m3.png
(4 px per micron) Cells faint in the background.
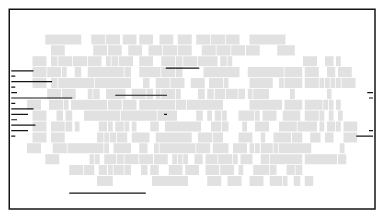
pinout.png
(6 px per micron) Pins as bars across the die edge, other pins in gray.
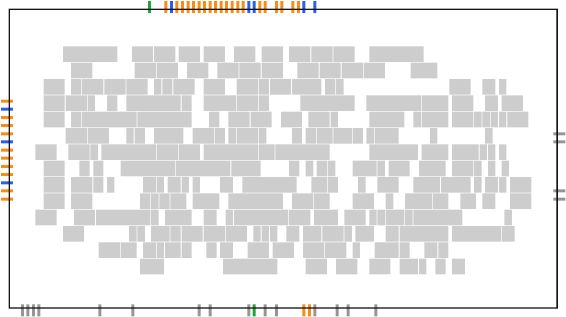
m2.png
(6 px per micron)
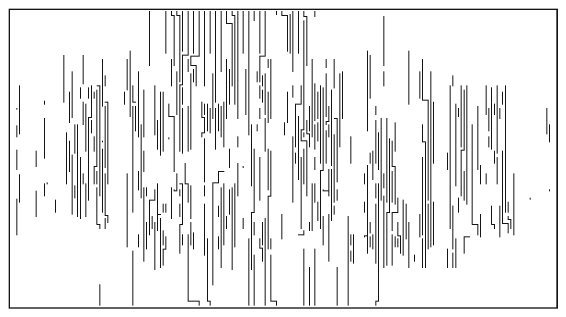
$ cat config.mk
export PLATFORM = sky130hd
export DESIGN_NAME = uart_tx_arbiter
export DESIGN_NICKNAME = d
export VERILOG_FILES = /design/src/rtl/uart_pkg.sv /design/src/rtl/uart_rr_picker.sv /design/src/rtl/uart_tx_arbiter.sv
export SDC_FILE = /design/constraint.sdc
export NUM_CORES = 1
export LEC_CHECK = 0
export CAP_MARGIN = 10
export CORE_ASPECT_RATIO = 0.5
export CORE_MARGIN = 4
export CORE_UTILIZATION = 45
export CTS_BUF_LIST = sky130_fd_sc_hd__clkbuf_4 sky130_fd_sc_hd__clkbuf_8 sky130_fd_sc_hd__clkbuf_16
export DETAILED_ROUTE_END_ITERATION = 12
export HOLD_SLACK_MARGIN = 0.03
export PLACE_DENSITY = 0.82
export SLEW_MARGIN = 20
export SYNTH_ARGS = -nofsm -noshare
export SYNTH_HDL_FRONTEND = slang
export SYNTH_SLANG_ARGS = --single-unit
$ cat constraint.sdc
create_clock -name clk -period 6.53 [get_ports clk]
set_input_delay 1.306 -clock clk [delete_from_list [all_inputs] [get_ports clk]]
set_output_delay 1.306 -clock clk [all_outputs]
set_load 0.005 [all_outputs]
$ cat src/rtl/uart_pkg.sv
// -----------------------------------------------------------------------------
// uart_pkg
// Shared types and helpers for the UART TX arbiter slice.
//   arb_state_e : arbiter FSM states
//   UART_DATA_W : default byte width
//   rr_wrap()   : single-step modular wrap for round-robin indices
// -----------------------------------------------------------------------------
package uart_pkg;

    localparam int UART_DATA_W = 8;

    typedef enum logic [1:0] {
        IDLE      = 2'd0,
        START     = 2'd1,
        WAIT_BUSY = 2'd2,
        WAIT_DONE = 2'd3
    } arb_state_e;

    // Indices never exceed 2*n-2, so one conditional subtract replaces a modulo.
    function automatic int rr_wrap(input int idx, input int n);
        return (idx >= n) ? idx - n : idx;
    endfunction

endpackage

$ cat src/rtl/uart_rr_picker.sv
// -----------------------------------------------------------------------------
// uart_rr_picker
// Combinational round-robin selector. Searches req_valid & elig_mask starting
// at rr_ptr and wrapping, and reports the first hit.
// Ports:
//   req_valid   in  N_REQ  requesters with a byte available
//   rr_ptr      in  IDX_W  highest-priority index this round
//   elig_mask   in  N_REQ  requesters allowed to win (packet lock)
//   pick_onehot out N_REQ  one-hot winner (all zero when no winner)
//   pick_idx    out IDX_W  winner index
//   pick_any    out 1      a winner exists
// -----------------------------------------------------------------------------
module uart_rr_picker
    import uart_pkg::*;
#(
    parameter int N_REQ = 4,
    parameter int IDX_W = $clog2(N_REQ)
) (
    input  logic [N_REQ-1:0] req_valid,
    input  logic [IDX_W-1:0] rr_ptr,
    input  logic [N_REQ-1:0] elig_mask,
    output logic [N_REQ-1:0] pick_onehot,
    output logic [IDX_W-1:0] pick_idx,
    output logic             pick_any
);

    logic [N_REQ-1:0] cand;
    logic [IDX_W-1:0] slot;

    assign cand = req_valid & elig_mask;

    // Scan from the farthest offset down so the candidate closest to rr_ptr
    // is the last one written and therefore wins.
    always_comb begin
        // NOTE: every output gets a default before the loop; otherwise the
        // no-winner path would leave them unassigned and infer latches.
        pick_onehot = '0;
        pick_idx    = '0;
        pick_any    = 1'b0;
        slot        = '0;
        for (int off = N_REQ - 1; off >= 0; off--) begin
            slot = IDX_W'(rr_wrap(int'(rr_ptr) + off, N_REQ));
            if (cand[slot]) begin
                pick_onehot       = '0;
                pick_onehot[slot] = 1'b1;
                pick_idx          = slot;
                pick_any          = 1'b1;
            end
        end
    end

endmodule

$ cat src/rtl/uart_tx_arbiter.sv
// -----------------------------------------------------------------------------
// uart_tx_arbiter
// Round-robin scheduler sharing one UART transmitter between N_REQ byte
// sources. A grant latches the winning byte, pulses tx_start for one cycle,
// waits for tx_busy to rise (bounded by BUSY_TIMEOUT) and then to fall before
// the next grant.
// Optional feature macro: UART_TX_ARB_LOCK_EN (packet lock: after a byte with
// req_last=0 only the same requester is eligible and rr_ptr holds, until a
// req_last=1 byte is accepted or a busy timeout occurs).
// Ports:
//   clk, rst_n   clock, asynchronous active-low reset
//   en           allow new grants
//   req_valid    per-requester byte available
//   req_data     packed bytes, requester i at [i*DATA_W +: DATA_W]
//   req_last     last byte of packet (lock build only)
//   req_ready    one-hot accept strobe, IDLE only
//   tx_data      byte to the transmitter, held until next grant
//   tx_start     one-cycle start pulse
//   tx_busy      transmitter frame in progress
//   grant_id     index of current or last grant
//   arb_busy     FSM not in IDLE
//   err_timeout  one-cycle pulse when tx_busy fails to rise in time
// -----------------------------------------------------------------------------
module uart_tx_arbiter
    import uart_pkg::*;
#(
    parameter int N_REQ        = 4,
    parameter int DATA_W       = UART_DATA_W,
    parameter int BUSY_TIMEOUT = 4
) (
    input  logic                      clk,
    input  logic                      rst_n,
    input  logic                      en,
    input  logic [N_REQ-1:0]          req_valid,
    input  logic [N_REQ*DATA_W-1:0]   req_data,
    input  logic [N_REQ-1:0]          req_last,
    output logic [N_REQ-1:0]          req_ready,
    output logic [DATA_W-1:0]         tx_data,
    output logic                      tx_start,
    input  logic                      tx_busy,
    output logic [$clog2(N_REQ)-1:0]  grant_id,
    output logic                      arb_busy,
    output logic                      err_timeout
);

    localparam int IDX_W = $clog2(N_REQ);
    localparam int CNT_W = $clog2(BUSY_TIMEOUT + 1);

    arb_state_e       state, state_nxt;
    logic [IDX_W-1:0] rr_ptr;
    logic [CNT_W-1:0] to_cnt;
    logic [N_REQ-1:0] elig_mask;
    logic [N_REQ-1:0] pick_onehot;
    logic [IDX_W-1:0] pick_idx;
    logic             pick_any;
    logic             grant;
    logic             timeout_hit;
    logic             rr_advance;
    logic [DATA_W-1:0] req_bytes [N_REQ];

    for (genvar g = 0; g < N_REQ; g++) begin : g_unpack
        assign req_bytes[g] = req_data[g*DATA_W +: DATA_W];
    end

`ifdef UART_TX_ARB_LOCK_EN
    logic locked;

    // While locked, grant_id still names the owning requester.
    assign elig_mask  = locked ? (N_REQ'(1) << grant_id) : '1;
    assign rr_advance = req_last[pick_idx];

    always_ff @(posedge clk or negedge rst_n) begin
        if (!rst_n) begin
            locked <= 1'b0;
        end else if (timeout_hit) begin
            locked <= 1'b0;
        end else if (grant) begin
            locked <= ~req_last[pick_idx];
        end
    end
`else
    logic unused_last;

    assign unused_last = ^req_last;
    assign elig_mask   = '1;
    assign rr_advance  = 1'b1;
`endif

    uart_rr_picker #(
        .N_REQ (N_REQ),
        .IDX_W (IDX_W)
    ) u_picker (
        .req_valid   (req_valid),
        .rr_ptr      (rr_ptr),
        .elig_mask   (elig_mask),
        .pick_onehot (pick_onehot),
        .pick_idx    (pick_idx),
        .pick_any    (pick_any)
    );

    always_comb begin
        state_nxt   = state;
        req_ready   = '0;
        grant       = 1'b0;
        timeout_hit = 1'b0;
        unique case (state)
            IDLE: begin
                // rst_n gate keeps req_ready at its reset value while reset is
                // held, even though the FSM already sits in IDLE.
                if (rst_n && en && pick_any) begin
                    grant     = 1'b1;
                    req_ready = pick_onehot;
                    state_nxt = START;
                end
            end
            START: state_nxt = WAIT_BUSY;
            WAIT_BUSY: begin
                if (tx_busy) begin
                    state_nxt = WAIT_DONE;
                end else if (to_cnt == CNT_W'(BUSY_TIMEOUT)) begin
                    timeout_hit = 1'b1;
                    state_nxt   = IDLE;
                end
            end
            WAIT_DONE: begin
                if (!tx_busy) state_nxt = IDLE;
            end
            default: state_nxt = IDLE;
        endcase
    end

    assign tx_start    = (state == START);
    assign arb_busy    = (state != IDLE);
    assign err_timeout = timeout_hit;

    always_ff @(posedge clk or negedge rst_n) begin
        // NOTE: registers take non-blocking assignments so every flop samples
        // the pre-edge value regardless of statement order.
        if (!rst_n) state <= IDLE;
        else        state <= state_nxt;
    end

    always_ff @(posedge clk or negedge rst_n) begin
        if (!rst_n) begin
            tx_data  <= '0;
            grant_id <= '0;
            rr_ptr   <= '0;
            to_cnt   <= '0;
        end else begin
            if (grant) begin
                tx_data  <= req_bytes[pick_idx];
                grant_id <= pick_idx;
                if (rr_advance) rr_ptr <= IDX_W'(rr_wrap(int'(pick_idx) + 1, N_REQ));
            end
            if (state == START) begin
                to_cnt <= '0;
            end else if (state == WAIT_BUSY && !tx_busy && !timeout_hit) begin
                to_cnt <= to_cnt + CNT_W'(1);
            end
        end
    end

endmodule
==> impl_metrics.json <==
{
  "gp_congestion": 0.7782,
  "top_power_group": "combinational cells",
  "post-dp-hpwl_microns": 3206,
  "seq_cell_count": 17,
  "r2r_cells": 8,
  "hold_slack_ps": 502.8,
  "fin_skew_ps": 6.631,
  "slowest_stage": "mux4_2",
  "dieArea_sq_um": 4511,
  "n_tap_cell": 40,
  "num-nets-final": 283,
  "critical_path_peak_fanout": 10,
  "gr-total-overflow": 0,
  "clock_path_buffers": 2,
  "initialDrtViolationCount": 31,
  "n_all_buffers": 57,
  "grt_max_degree": 20,
  "seq_share": 0.1973,
  "track_usage": 0.1773,
  "avgViaCountPerCell": 5.466,
  "power_frac_comb": 0.652,
  "fin_tns_setup_ps": 0,
  "comb_area_share": 0.4719,
  "finalCritPeriodShare": 0.7634,
  "biggestRegsByFlops": "tx_data x8, to_cnt x3",
  "dr_wl_met3_microns": 100,
  "end_kind": "output pin",
  "critPathArrivalTime_ps": 3680,
  "top_cells_by_area": "dfrtp_1 27%, ha_1 8.1%, mux2i_1 7.1%",
  "fin_ws_ps": 1545,
  "outcome": "finished, final reports clean",
  "clk_share": 0.02147,
  "top_register": "tx_data",
  "max_freq_ghz": 0.2006,
  "netlist.area_leader.share": 0.2740,
  "inverters": 13,
  "edf_count": 0,
  "ys.flops": 17,
  "stdcell_count": 268,
  "synth-xor-area-share": 0.005641,
  "yosys_cells": 176,
  "finish.utilization": 0.6837,
  "crit_end": "req_ready[3]",
  "cp_top_family": "buffers and inverters",
  "cts_resized": 0,
  "critPathBufInv": 2,
  "cts_buffers": 3,
  "synth_cells": 176
}
## Picture notes: m3.png
- wire length on this layer: 100 microns
- nets with wire on the layer: 19
- share of all routed wire: 2.5%
- main direction: horizontal

## Picture notes: pinout.png
- orange: req_data (pins 32; direction input; edge 20 top, 10 left, 2 bottom)
- blue: tx_data (pins 8; direction output; edge 5 top, 3 left)
- green: grant_id (pins 2; direction output; edge 1 top, 1 bottom)
Chip Width: 91.07 microns
chip height: 49.54 microns

## Picture notes: m2.png
- wire length on this layer: 2,210 microns
- longest straight run: 29.2 microns
- nets with wire on the layer: 229
- share of all routed wire: 56%
WL final: 3975 microns
M2 GR Usage: 0.3520
routed vias: 1,465

